<file path="src/rtl/lebug_pkg.sv">
// ---------------------------------------------------------------------------
// lebug_pkg -- shared definitions for the trace packer.
//   pack_state_e : packer FSM state (FILL assembling, SEND vector held)
//   lane_idx_w() : width of a lane index for an N-lane vector (minimum 1)
// ---------------------------------------------------------------------------
package lebug_pkg;

  typedef enum logic [0:0] {
    FILL = 1'b0,
    SEND = 1'b1
  } pack_state_e;

  function automatic int lane_idx_w(input int n);
    return (n > 1) ? $clog2(n) : 1;
  endfunction

endpackage

</file>
<file path="src/rtl/trace_packer_stats.sv">
// ---------------------------------------------------------------------------
// trace_packer_stats -- enqueue statistics for the trace packer.
// Only instantiated when TRACE_PACKER_STATS_EN is defined.
// Ports:
//   clk, rst_n      : clock, asynchronous active-low reset
//   i_enqueue       : vector written to the input buffer this cycle
//   i_eof           : that vector closes a frame
//   o_frame_count   : enqueues with end of frame (wraps at 2^16)
//   o_vector_count  : all enqueues (wraps at 2^16)
// ---------------------------------------------------------------------------
module trace_packer_stats (
  input  logic        clk,
  input  logic        rst_n,
  input  logic        i_enqueue,
  input  logic        i_eof,
  output logic [15:0] o_frame_count,
  output logic [15:0] o_vector_count
);

  logic [15:0] r_frame_count;
  logic [15:0] r_vector_count;

  always_ff @(posedge clk or negedge rst_n) begin
    if (!rst_n) begin
      r_frame_count  <= '0;
      r_vector_count <= '0;
    end else if (i_enqueue) begin
      r_vector_count <= r_vector_count + 16'd1;
      if (i_eof) r_frame_count <= r_frame_count + 16'd1;
    end
  end

  assign o_frame_count  = r_frame_count;
  assign o_vector_count = r_vector_count;

endmodule

</file>
<file path="src/rtl/trace_packer.sv">
// ---------------------------------------------------------------------------
// trace_packer -- packs a stream of trace elements into N-lane vectors and
// writes each completed vector to a downstream input buffer.
//
// Handshakes (strict valid/ready):
//   upstream  : an element transfers on a rising edge where
//               elem_valid & elem_ready; otherwise upstream holds it.
//   downstream: enqueue is a one-cycle write strobe; it is only raised when
//               ib_full is low, so every strobe is a completed transfer.
//               eof_out and vector_out are meaningful only with enqueue.
//
// Ports:
//   clk, rst_n           : clock, asynchronous active-low reset
//   tracing              : trace enable; falling edge flushes a partial vector
//   elem_valid/data/last : upstream element, last marks end of frame
//   elem_ready           : element accepted this cycle
//   ib_full              : downstream cannot take a vector this cycle
//   enqueue              : vector write strobe
//   eof_out, vector_out  : vector contents (lane 0 = vector_out[0])
//   o_dbg_state          : current FSM state
//   frame_count, vector_count : only with TRACE_PACKER_STATS_EN defined
// ---------------------------------------------------------------------------
module trace_packer
  import lebug_pkg::*;
#(
  parameter int N          = 8,
  parameter int DATA_WIDTH = 32
) (
  input  logic                             clk,
  input  logic                             rst_n,
  input  logic                             tracing,
  input  logic                             elem_valid,
  input  logic [DATA_WIDTH-1:0]            elem_data,
  input  logic                             elem_last,
  output logic                             elem_ready,
  input  logic                             ib_full,
  output logic                             enqueue,
  output logic                             eof_out,
  output logic [N-1:0][DATA_WIDTH-1:0]     vector_out,
`ifdef TRACE_PACKER_STATS_EN
  output logic [15:0]                      frame_count,
  output logic [15:0]                      vector_count,
`endif
  output pack_state_e                      o_dbg_state
);

  localparam int             LW        = lane_idx_w(N);
  localparam logic [LW-1:0]  LAST_LANE = LW'(N - 1);

  pack_state_e                      r_state;
  logic [LW-1:0]                    r_lane;
  logic [N-1:0][DATA_WIDTH-1:0]     r_lanes;
  logic                             r_eof;

  logic                             w_enq;
  logic                             w_ready;
  logic                             w_accept;
  logic                             w_flush;
  logic                             w_complete;
  logic [N-1:0][DATA_WIDTH-1:0]     w_lanes_nxt;

  assign w_enq      = (r_state == SEND) & !ib_full;
  // Gated by rst_n so no element is taken while reset is asserted.
  assign w_ready    = rst_n & tracing & ((r_state == FILL) | w_enq);
  assign w_accept   = elem_valid & w_ready;
  // Tracing low with a partial vector closes that vector as a frame end.
  assign w_flush    = !tracing & (r_state == FILL) & (r_lane != '0);
  assign w_complete = (w_accept & (elem_last | (r_lane == LAST_LANE))) | w_flush;

  // One lane buffer serves both assembly and output: it is cleared when the
  // held vector leaves, so unwritten lanes are always zero. In SEND the lane
  // counter is 0, so an element accepted during the enqueue lands in lane 0
  // of the freshly cleared buffer.
  always_comb begin
    w_lanes_nxt = r_lanes;
    if (w_enq)    w_lanes_nxt = '0;
    if (w_accept) w_lanes_nxt[r_lane] = elem_data;
  end

  always_ff @(posedge clk or negedge rst_n) begin
    if (!rst_n) begin
      r_state <= FILL;
      r_lane  <= '0;
      r_lanes <= '0;
      r_eof   <= 1'b0;
    end else begin
      r_lanes <= w_lanes_nxt;
      if (w_complete) begin
        r_state <= SEND;
        r_lane  <= '0;
        r_eof   <= (w_accept & elem_last) | w_flush;
      end else begin
        if (w_accept) r_lane <= r_lane + LW'(1);
        if (w_enq) begin
          r_state <= FILL;
          r_eof   <= 1'b0;
        end
      end
    end
  end

  assign elem_ready  = w_ready;
  assign enqueue     = w_enq;
  assign eof_out     = r_eof;
  assign vector_out  = r_lanes;
  assign o_dbg_state = r_state;

`ifdef TRACE_PACKER_STATS_EN
  trace_packer_stats u_stats (
    .clk            (clk),
    .rst_n          (rst_n),
    .i_enqueue      (w_enq),
    .i_eof          (r_eof),
    .o_frame_count  (frame_count),
    .o_vector_count (vector_count)
  );
`endif

endmodule

</file>
<file path="config.mk">
export PLATFORM = sky130hd
export DESIGN_NAME = trace_packer
export DESIGN_NICKNAME = d
export VERILOG_FILES = /design/src/rtl/lebug_pkg.sv /design/src/rtl/trace_packer_stats.sv /design/src/rtl/trace_packer.sv
export SDC_FILE = /design/constraint.sdc
export NUM_CORES = 1
export LEC_CHECK = 0
export ABC_CLOCK_PERIOD_IN_PS = 1900
export CAP_MARGIN = 20
export CORE_MARGIN = 5
export CORE_UTILIZATION = 39
export DETAILED_ROUTE_END_ITERATION = 7
export PLACE_DENSITY = 0.67
export SLEW_MARGIN = 20
export SYNTH_ARGS = -nofsm -noshare
export SYNTH_HDL_FRONTEND = slang
export SYNTH_HIERARCHICAL = 1
export SYNTH_SLANG_ARGS = --single-unit
</file>
<file path="constraint.sdc">
create_clock -name clk -period 1.9 [get_ports clk]
set_clock_uncertainty 0.15 [all_clocks]
set_input_delay 0.38 -clock clk [delete_from_list [all_inputs] [get_ports clk]]
set_output_delay 0.38 -clock clk [all_outputs]
set_load 0.005 [all_outputs]
</file>
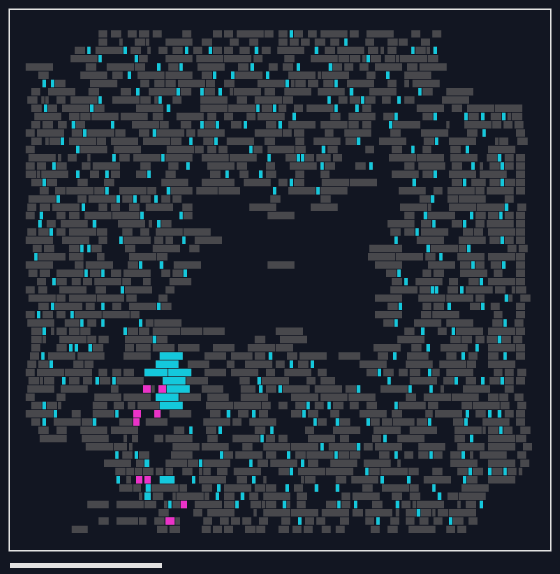
(images/gate_families.png)
Bar = 50 microns.
Key: cyan = NAND gates [cells 272, most used nand2_1, where spread over the die]; magenta = AND and OR gates [cells 9, most used and2_1, where bottom left]
combinational share of cell area: 0.255
Commonest Layout Cell: dfrtp_1
Post-Layout Cell Count: 1623

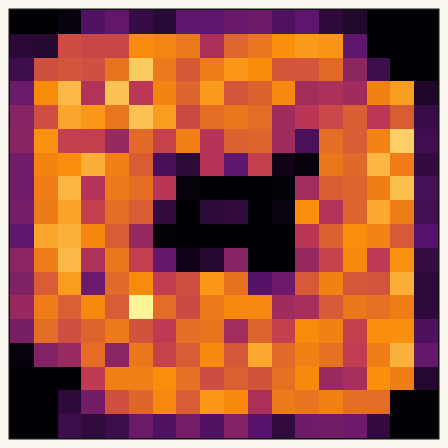
(images/density.png)
18 x 18 tiles, from black (low) to pale yellow (high), 0 to 100% covered.
The fullest tile reaches 98%. The emptiest ninth of the die: middle. 12% of the tiles are over 75% full.
Final Util: 0.553
core area: 27800 sq um
floorplan utilization: 0.396

==> run_results.csv <==
group,metric,value,unit
route,num_vias,7703,
pwr,power,0.0158,W
logic_synthesis,synth_flop_count,261,
logic_synthesis,yosys.area.top_type_share,0.594,
final_layout,final_cell_area,15400,sq um
clock_network,cts_tree,"built",
floorplanning,ioPinCount,298,
status,status,"finished clean",
critical_path,slowest_stage,"dfrtp_1",
sta,min_period,1.85,ns
place,port_buffers,297,
final_layout,diodes,0,
route,first_pass_iters,5,
clock_network,clockBufferDepth,3,
final_layout,regArea,6530,sq um
route,wl_per_cell,19.0,microns
clock_network,clock-root-buffer,"clkbuf_16",
logic_synthesis,synth_cell_types,24,
global_routing,antenna_found_initial,0,
route,ant_nets,0,
floorplanning,die_x,178,microns
global_routing,grt_pass1_wl,47.8,mm
logic_synthesis,ff_type,"dfrtp_1",
logic_synthesis,synthTopCellsByCount,"dfrtp_1, nand2_1, mux2i_1",
logic_synthesis,yosysWarnings,6,
final_layout,area_delta_synth_final,39.8,%
sta,worst_hold_slack,0.342,ns
place,place_hpwl,21.0,mm
critical_path,cp-end-kind,"output pin",
logic_synthesis,postSynthSeqShare,0.594,
global_routing,grt_max_degree,133,
pwr,p_per_area,1030,nW/um^2
logic_synthesis,yosysChipArea,11000,sq um
global_routing,grt_pass1_vias,8109,
clock_network,cts.htree.levels,1,
logic_synthesis,synthTopCellsByArea,"dfrtp_1, mux2i_1, nand2_1, buf_6, inv_1",
sta,worst_pin_slew,0.770,ns
logic_synthesis,ys_cells,905,
sta,min_period_over_period,0.972,
logic_synthesis,yosys.area.top_type,"dfrtp_1",
critical_path,startpoint_type,"flop",
sta,rsz0062_at_grt,"true",
critical_path,arrival,1.32,ns
place,place_inst,1564,
clock_network,clk_pin_slew,0.06,ns
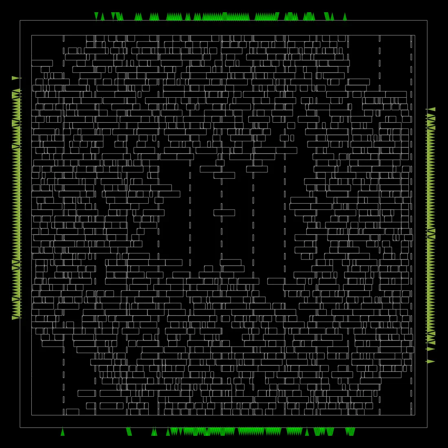
(images/final_placement.png)
Seq/total area: 0.425
flop count: 261
Row Count: 61
fill count: 2529
num tapcells: 378

-- what timing repair did --
item / in CTS / in global routing
hold buffers: 1 / 0
pin swaps: 1 / 0
setup buffers: 6 / 0
resized: 266 / 1
hold endpoints to repair: 261 / 0
endpoints found under the setup margin: 260 / 2
-- placed cells by master, fill, tap and decap left out, types with 2 or more instances in the layout --
master             n
and2_1             4
and2b_1            3
buf_12            28
buf_4             18
bufinv_16          2
clkbuf_1          12
clkbuf_16         28
clkbuf_8           8
clkdlybuf4s50_1   36
dfrtp_1          261
dlygate4sd2_1    257
ha_1               3
inv_1             36
mux2i_1          259
nand2_1          260
nand3_1            2
nand4_4            8
nor2_1             2
o31ai_1            2
-- routing by layer --
metal / GRT usage / wire [microns] / up-vias
met1: 0.254 / 13100 / 3834
met5: 0 / 0 / -
met3: 0.0592 / 2550 / 42
met4: 0.0406 / 578 / 0
li1: - / - / 3604
met2: 0.309 / 14600 / 223
-- state kept, by name, indices dropped and copies added, names as in the netlist --
signal / cells
o_dbg_state: 1
eof_out: 1
r_lane: 3
vector_out: 256
-- cell families (layout without fill, tap and decap cells) --
logic type | after synthesis | count (layout) | share of synthesized area
DFF | 261 | 261 | 0.594
muxes | 259 | 259 | 0.236
AOI/OAI and AO/OA | 5 | 5 | 0.00342
and+or+nand+nor | 284 | 284 | 0.112
adders and majority gates | 3 | 3 | 0.00342
buffers and inverters | 93 | 433 | 0.0512
-- through the flow --
step | utilization | TNS (ns) | setup slack (ns)
2_1_floorplan | - | 0 | 0.353
3_3_place_gp | 0.529 | -44.47 | -0.246
3_5_place_dp | 0.529 | -46.39 | -0.254
4_1_cts | 0.553 | 0 | 0.0235
5_1_grt | 0.553 | -0.00655 | -0.00655
6_report | 0.553 | 0 | 0.0527
-- worst reg2reg max path, cell delays in order, from the launching register on --
cell,delay (ns)
dfrtp_1,0.44
ha_1,0.23
ha_1,0.19
and2_1,0.16
a311o_1,0.34
nand3_1,0.08
-- area by class of cell --
type                       instances  share of cell area
inverter                          36             0.00880
tap                              378              0.0308
timing repair buffer             345               0.219
clock inverter                     4             0.00529
multi-input combinational        551               0.255
clock buffer                      48              0.0557
sequential                       261               0.425
-- final timing paths --
kind                                                 from  slack (ns)                        end  cells after the start
worst min-delay path                            elem_last        0.34        eof_out$_DFFE_PN0P_                      3
min in group asynchronous                           rst_n        0.44      r_lane[2]$_DFFE_PN0P_                      3
max in group asynchronous                           rst_n        0.54  vector_out[214]$_DFF_PN0_                      3
worst max register to register      r_lane[0]$_DFFE_PN0P_        0.25        eof_out$_DFFE_PN0P_                      5
worst min register to register  vector_out[122]$_DFF_PN0_        0.37  vector_out[122]$_DFF_PN0_                      2
worst max-delay path              o_dbg_state$_DFFE_PN0P_        0.05                 elem_ready                      3
-- power breakdown --
group	switching (W)	leakage, nW	internal [W]
Sequential	0.000425	3.60	0.00632
Clock	0.00221	0.456	0.00331
Combinational	0.00193	5.79	0.00164
Total	0.00456	9.85	0.0113
No activity file was given, so power comes from the tool's default toggle rates.
